pinout.png
Pins as bars across the die edge, other pins in gray.
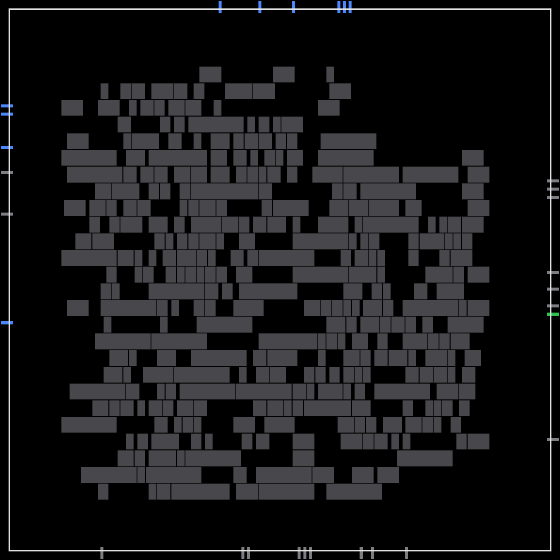
layers.png
Only two layers are drawn.
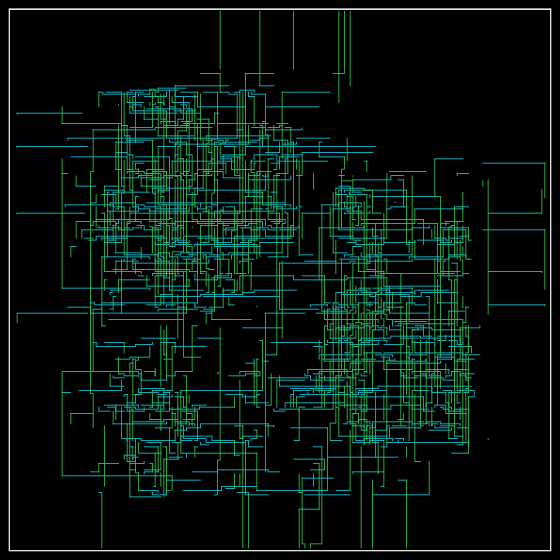
gates.png
Scale bar: 20 um.
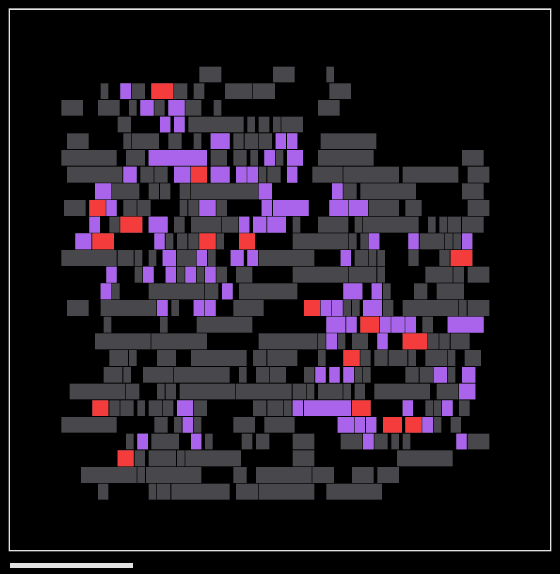
## src/rtl/sprite_motion.sv

```systemverilog
// Bouncing-box motion engine: advances one sprite every FRAME_DIV vsync falls,
// reflecting off the visible-area edges; position changes only just after vsync.
module sprite_motion #(
  parameter int H_ACTIVE  = 640,
  parameter int V_ACTIVE  = 480,
  parameter int SPRITE_W  = 32,
  parameter int SPRITE_H  = 32,
  parameter int STEP_X    = 2,
  parameter int STEP_Y    = 1,
  parameter int FRAME_DIV = 1,
  parameter int X0        = 0,
  parameter int Y0        = 0
) (
  input  logic       clk,
  input  logic       resetn,
  input  logic       vsync,
  input  logic       enable,
  output logic [9:0] sprite_x,
  output logic [9:0] sprite_y,
  output logic       dir_x,
  output logic       dir_y,
  output logic       frame_tick,
  output logic       bounce,
  output logic       corner_hit
);

  localparam logic [9:0]  XMAX     = 10'(H_ACTIVE - SPRITE_W);
  localparam logic [9:0]  YMAX     = 10'(V_ACTIVE - SPRITE_H);
  localparam logic [10:0] STEP_X_W = 11'(STEP_X);
  localparam logic [10:0] STEP_Y_W = 11'(STEP_Y);
  localparam logic [7:0]  CNT_LAST = 8'(FRAME_DIV - 1);
  localparam logic [9:0]  X_RST    = 10'(X0);
  localparam logic [9:0]  Y_RST    = 10'(Y0);

  typedef enum logic [1:0] {S_WAIT, S_MOVE_X, S_MOVE_Y} state_t;

  state_t      state, state_nx;
  logic        vsync_q;
  logic        fall;
  logic [7:0]  frame_cnt;
  logic        rev_x_p1;
  logic [10:0] x_step, y_step;

  // One axis update in 11-bit arithmetic: returns {reversed, new_position}.
  // Landing exactly on a limit keeps direction; overshooting clamps and reverses.
  function automatic logic [10:0] axis_step(input logic [9:0] pos, input logic fwd,
                                            input logic [10:0] step, input logic [9:0] lim);
    logic [10:0] pos_w;
    logic [10:0] sum;
    logic [10:0] diff;
    pos_w = {1'b0, pos};
    sum   = pos_w + step;
    diff  = pos_w - step;
    if (fwd)
      axis_step = (sum > {1'b0, lim}) ? {1'b1, lim} : {1'b0, sum[9:0]};
    else
      axis_step = (pos_w < step) ? {1'b1, 10'd0} : {1'b0, diff[9:0]};
  endfunction

  assign fall   = vsync_q & ~vsync;
  assign x_step = axis_step(sprite_x, dir_x, STEP_X_W, XMAX);
  assign y_step = axis_step(sprite_y, dir_y, STEP_Y_W, YMAX);

  always_ff @(posedge clk or negedge resetn) begin
    if (!resetn) state <= S_WAIT;
    else         state <= state_nx;
  end

  always_comb begin
    state_nx = state;
    case (state)
      S_WAIT:   if (fall && enable && frame_cnt == CNT_LAST) state_nx = S_MOVE_X;
      S_MOVE_X: state_nx = S_MOVE_Y;
      S_MOVE_Y: state_nx = S_WAIT;
      default:  state_nx = S_WAIT;
    endcase
  end

  // Stage boundary: x settles after MOVE_X, y and the bounce flags after MOVE_Y.
  always_ff @(posedge clk or negedge resetn) begin
    if (!resetn) begin
      vsync_q    <= 1'b1;
      frame_tick <= 1'b0;
      bounce     <= 1'b0;
      corner_hit <= 1'b0;
      frame_cnt  <= 8'd0;
      sprite_x   <= X_RST;
      sprite_y   <= Y_RST;
      dir_x      <= 1'b1;
      dir_y      <= 1'b1;
      rev_x_p1   <= 1'b0;
    end else begin
      vsync_q    <= vsync;
      frame_tick <= fall;
      bounce     <= 1'b0;
      corner_hit <= 1'b0;
      if (state == S_WAIT && fall && enable)
        frame_cnt <= (frame_cnt == CNT_LAST) ? 8'd0 : frame_cnt + 8'd1;
      if (state == S_MOVE_X) begin
        sprite_x <= x_step[9:0];
        dir_x    <= dir_x ^ x_step[10];
        rev_x_p1 <= x_step[10];
      end
      if (state == S_MOVE_Y) begin
        sprite_y   <= y_step[9:0];
        dir_y      <= dir_y ^ y_step[10];
        bounce     <= rev_x_p1 | y_step[10];
        corner_hit <= rev_x_p1 & y_step[10];
      end
    end
  end

endmodule

```

## config.mk

```make
export PLATFORM = sky130hd
export DESIGN_NAME = sprite_motion
export DESIGN_NICKNAME = d
export VERILOG_FILES = /design/src/rtl/sprite_motion.sv
export SDC_FILE = /design/constraint.sdc
export NUM_CORES = 1
export LEC_CHECK = 0
export CAP_MARGIN = 20
export CORE_MARGIN = 8
export CORE_UTILIZATION = 50
export CTS_CLUSTER_SIZE = 30
export DETAILED_ROUTE_END_ITERATION = 6
export GPL_TIMING_DRIVEN = 1
export PLACE_DENSITY = 0.74
export SYNTH_ARGS = -nofsm -noshare
export SYNTH_HDL_FRONTEND = slang
export SYNTH_SLANG_ARGS = --single-unit
```

## constraint.sdc

```tcl
create_clock -name clk -period 3.1 [get_ports clk]
set_input_delay 0.465 -clock clk [delete_from_list [all_inputs] [get_ports clk]]
set_output_delay 0.465 -clock clk [all_outputs]
set_load 0.03 [all_outputs]
```

==> impl_metrics.csv <==
group,metric,value,unit
timing,finalHoldViolCount,0,
timing,rsz0062_at_grt,"false",
clock_network,cts.sinks,36,
die,fp_util,0.514,
clock_network,insertion_delay,0.29,ns
routing,dr.pass1.iters,4,
power_and_ir_drop,vdd_drop_max,0.428,mV
cells_and_area,syn_to_final_growth,15.4,%
timing,timing.final.crit_share,0.859,
cells_and_area,post-route-util,0.594,
worst_setup_path,crit_chain,"ha_1, nand3_1, or3_1, a221o_1, a221oi_4, nor2_2, o41ai_2",
power_and_ir_drop,intPower,1.40,mW
clock_network,numCtsBuffers,5,
logic_synthesis,postSynthSeqShare,0.349,
logic_synthesis,synth-area-yosys,2590,um2
timing,timing.fmax,376,MHz
timing,finalClockSkew,0.00487,ns
grt,grt_pass1_vias,2251,
cells_and_area,antenna_cells,0,
routing,via_per_inst,6.08,
logic_synthesis,syn_inst,318,
clock_network,cts_tree,"yes",
power_and_ir_drop,p_leak,1.20,nW
timing,finalMaxSlewViolations,0,
clock_network,cts.repair.resized,0,
die,die_area,7750,um2
clock_network,cts_root_buf,"clkbuf_8",
clock_network,post_cts.repair.setup_buffers,0,
timing,final-setup-viol-count,0,
power_and_ir_drop,clkPwrFrac,0.173,
logic_synthesis,synth.yosys.warnings,0,
power_and_ir_drop,swShare,0.472,
power_and_ir_drop,powerDensity,883,nW/um2
grt,grt_max_degree,37,
timing,min_period,2.66,ns
grt,antenna_found_initial,0,
clock_network,holdBufCountCts,0,
cells_and_area,mostFrequentLayoutCells,"33 x dfrtp_1, 31 x o21ai_0, 30 x nor2_1, 26 x clkdlybuf4s50_1, 24 x nand2_1",
flow_run,warning_count,30,
logic_synthesis,yosysUniqueCellTypes,61,
routing,drt_iter0_drc,130,
logic_synthesis,ff_type,"dfrtp_1",
cells_and_area,nFillCells,454,
worst_setup_path,crit_family,"AND-OR/OR-AND gates",
die,design.core.area,5040,um2
worst_setup_path,slowest_delay,0.50,ns
logic_synthesis,synthArstFlopShare,1.00,
routing,num_vias,2457,
die,io_pins,29,
worst_setup_path,critPathKind,"reg2reg",
logic_synthesis,ys_cells,318,
cells_and_area,layout-drive-gt1-share,0.0808,
worst_setup_path,cp_num_buf_inv,0,
power_and_ir_drop,power.total,2.64,mW
routing,ant_nets,0,
status,status,"finished clean",
routing,drc,0,
worst_setup_path,crit_path_start_kind,"flop",
flow_run,max-cap-violations,0,
timing,tightestPinTransition,0.793,ns
worst_setup_path,cp-end-kind,"flop",
routing,routed_wl,6250,um
timing,setup_tns,0,ns
worst_setup_path,slowest_stage,"dfrtp_1",
timing,hold_ws,0.255,ns
logic_synthesis,synthesis.area,2590,um2
logic_synthesis,syn_nets,329,
worst_setup_path,cp_data_required_time,3.29,ns
grt,grt-ovfl-total,0,
timing,maxSlewHeadroom,0.472,
About pinout.png:
Green is corner_hit, pins 1, direction output, edge right. Blue is sprite_x, pins 10, direction output, edge 6 top, 4 left.
Die Y: 88.0 um
I/O Buffers: 27
Die Wd: 88.0 um

About layers.png:
Cyan is M1, wire length 2,850 um. Green is M2, wire length 2,940 um.
GRT Util Overall: 0.165
Wirelength per Cell: 15.5 um

About gates.png:
Red is non-inverting ao/oa cells, cells 17, most used a21o_1. Purple is aoi and oai cells, cells 84, most used o21ai_0.
Comb area share: 0.515
Commonest Layout Cell: dfrtp_1

-- routing by layer --
metal	track usage	wire length, um	part of all wire	vias up
met2	0.272	2940	0.47	79
met3	0.0338	307	0.049	17
met4	0.0737	153	0.024	0
met5	0	0	0	-
met1	0.202	2850	0.46	1154
li1	-	-	-	1207
-- synth_stat cells, types with 5 or more instances --
cell type  number  area [um2]
ha_1            7        87.6
clkbuf_1       12        45.0
nand2_1        24        90.1
a21o_1          5        37.5
a31oi_1         8        50.1
nand2b_1        7        43.8
o21ai_0        31         155
a21oi_1        22         110
nor2_1         30         113
nor3_1         13        65.1
and3_1          7        43.8
dfrtp_1        33         826
buf_2           6        30.0
inv_1          12        45.0
nand3_1        18        90.1
-- logic make-up after synthesis --
family                   count (synthesis)  synth area share
other                                    1           0.00145
AND-OR/OR-AND                          101             0.267
XOR/XNOR                                 7            0.0236
buffers and inverters                   34            0.0569
flip-flops                              36             0.349
AND/OR/NAND/NOR                        129             0.256
multiplexers                             3            0.0121
adder cells (fa/ha/maj)                  7            0.0338
-- area by class of cell --
class	instances	area [um2]	share of cell area
Clock buffer	7	96.3	0.0322
Clock inverter	1	30.0	0.0100
Inverter	12	45.0	0.0151
Multi-Input combinational cell	248	1540	0.515
Sequential cell	36	905	0.302
Tap cell	70	87.6	0.0293
Timing Repair Buffer	30	288	0.0962
-- stage by stage --
| stage | cells | instance area (um2) | setup slack [ns] |
|---|---|---|---|
| after floorplan | 318 | 2590 | 0.594 |
| after global placement | 396 | 2870 | 0.598 |
| after detailed placement | 396 | 2870 | 0.494 |
| after CTS | 404 | 2990 | 0.478 |
| after global routing | 404 | 2990 | 0.286 |
| final | 404 | 2990 | 0.438 |
-- registers in the layout (all words and copies together) (netlist names) --
signal      count
dir_y           1
state           2
corner_hit      1
rev_x_p1        1
sprite_y       10
dir_x           1
bounce          1
frame_tick      1
vsync_q         1
frame_cnt       8
sprite_x        9
-- path summary, 6_finish.rpt --
path | start | end | slack, ns | depth (start not counted)
worst max-delay path | sprite_x[1]$_DFFE_PN0P_ | sprite_x[7]$_DFFE_PN0P_ | 0.44 | 7
worst min-delay path | resetn | frame_cnt[2]$_DFFE_PN0P_ | 0.26 | 1
worst max register to register | sprite_x[1]$_DFFE_PN0P_ | sprite_x[7]$_DFFE_PN0P_ | 0.44 | 7
worst min register to register | frame_cnt[7]$_DFFE_PN0P_ | frame_cnt[7]$_DFFE_PN0P_ | 0.48 | 1
max in group asynchronous | resetn | frame_cnt[1]$_DFFE_PN0P_ | 2.34 | 1
min in group clk | frame_cnt[7]$_DFFE_PN0P_ | frame_cnt[7]$_DFFE_PN0P_ | 0.48 | 1
-- power groups by stage --
| stage | logic, mW | clock network [mW] | registers [mW] |
|---|---|---|---|
| after floorplan | 0.823 | 0 | 0.954 |
| after global placement | 1.25 | 0 | 0.921 |
| after detailed placement | 1.25 | 0 | 0.925 |
| after CTS | 1.26 | 0.471 | 0.918 |
| after global routing | 1.38 | 0.489 | 0.956 |
| final | 1.26 | 0.458 | 0.924 |
No activity file was given, so power comes from the tool's default toggle rates.
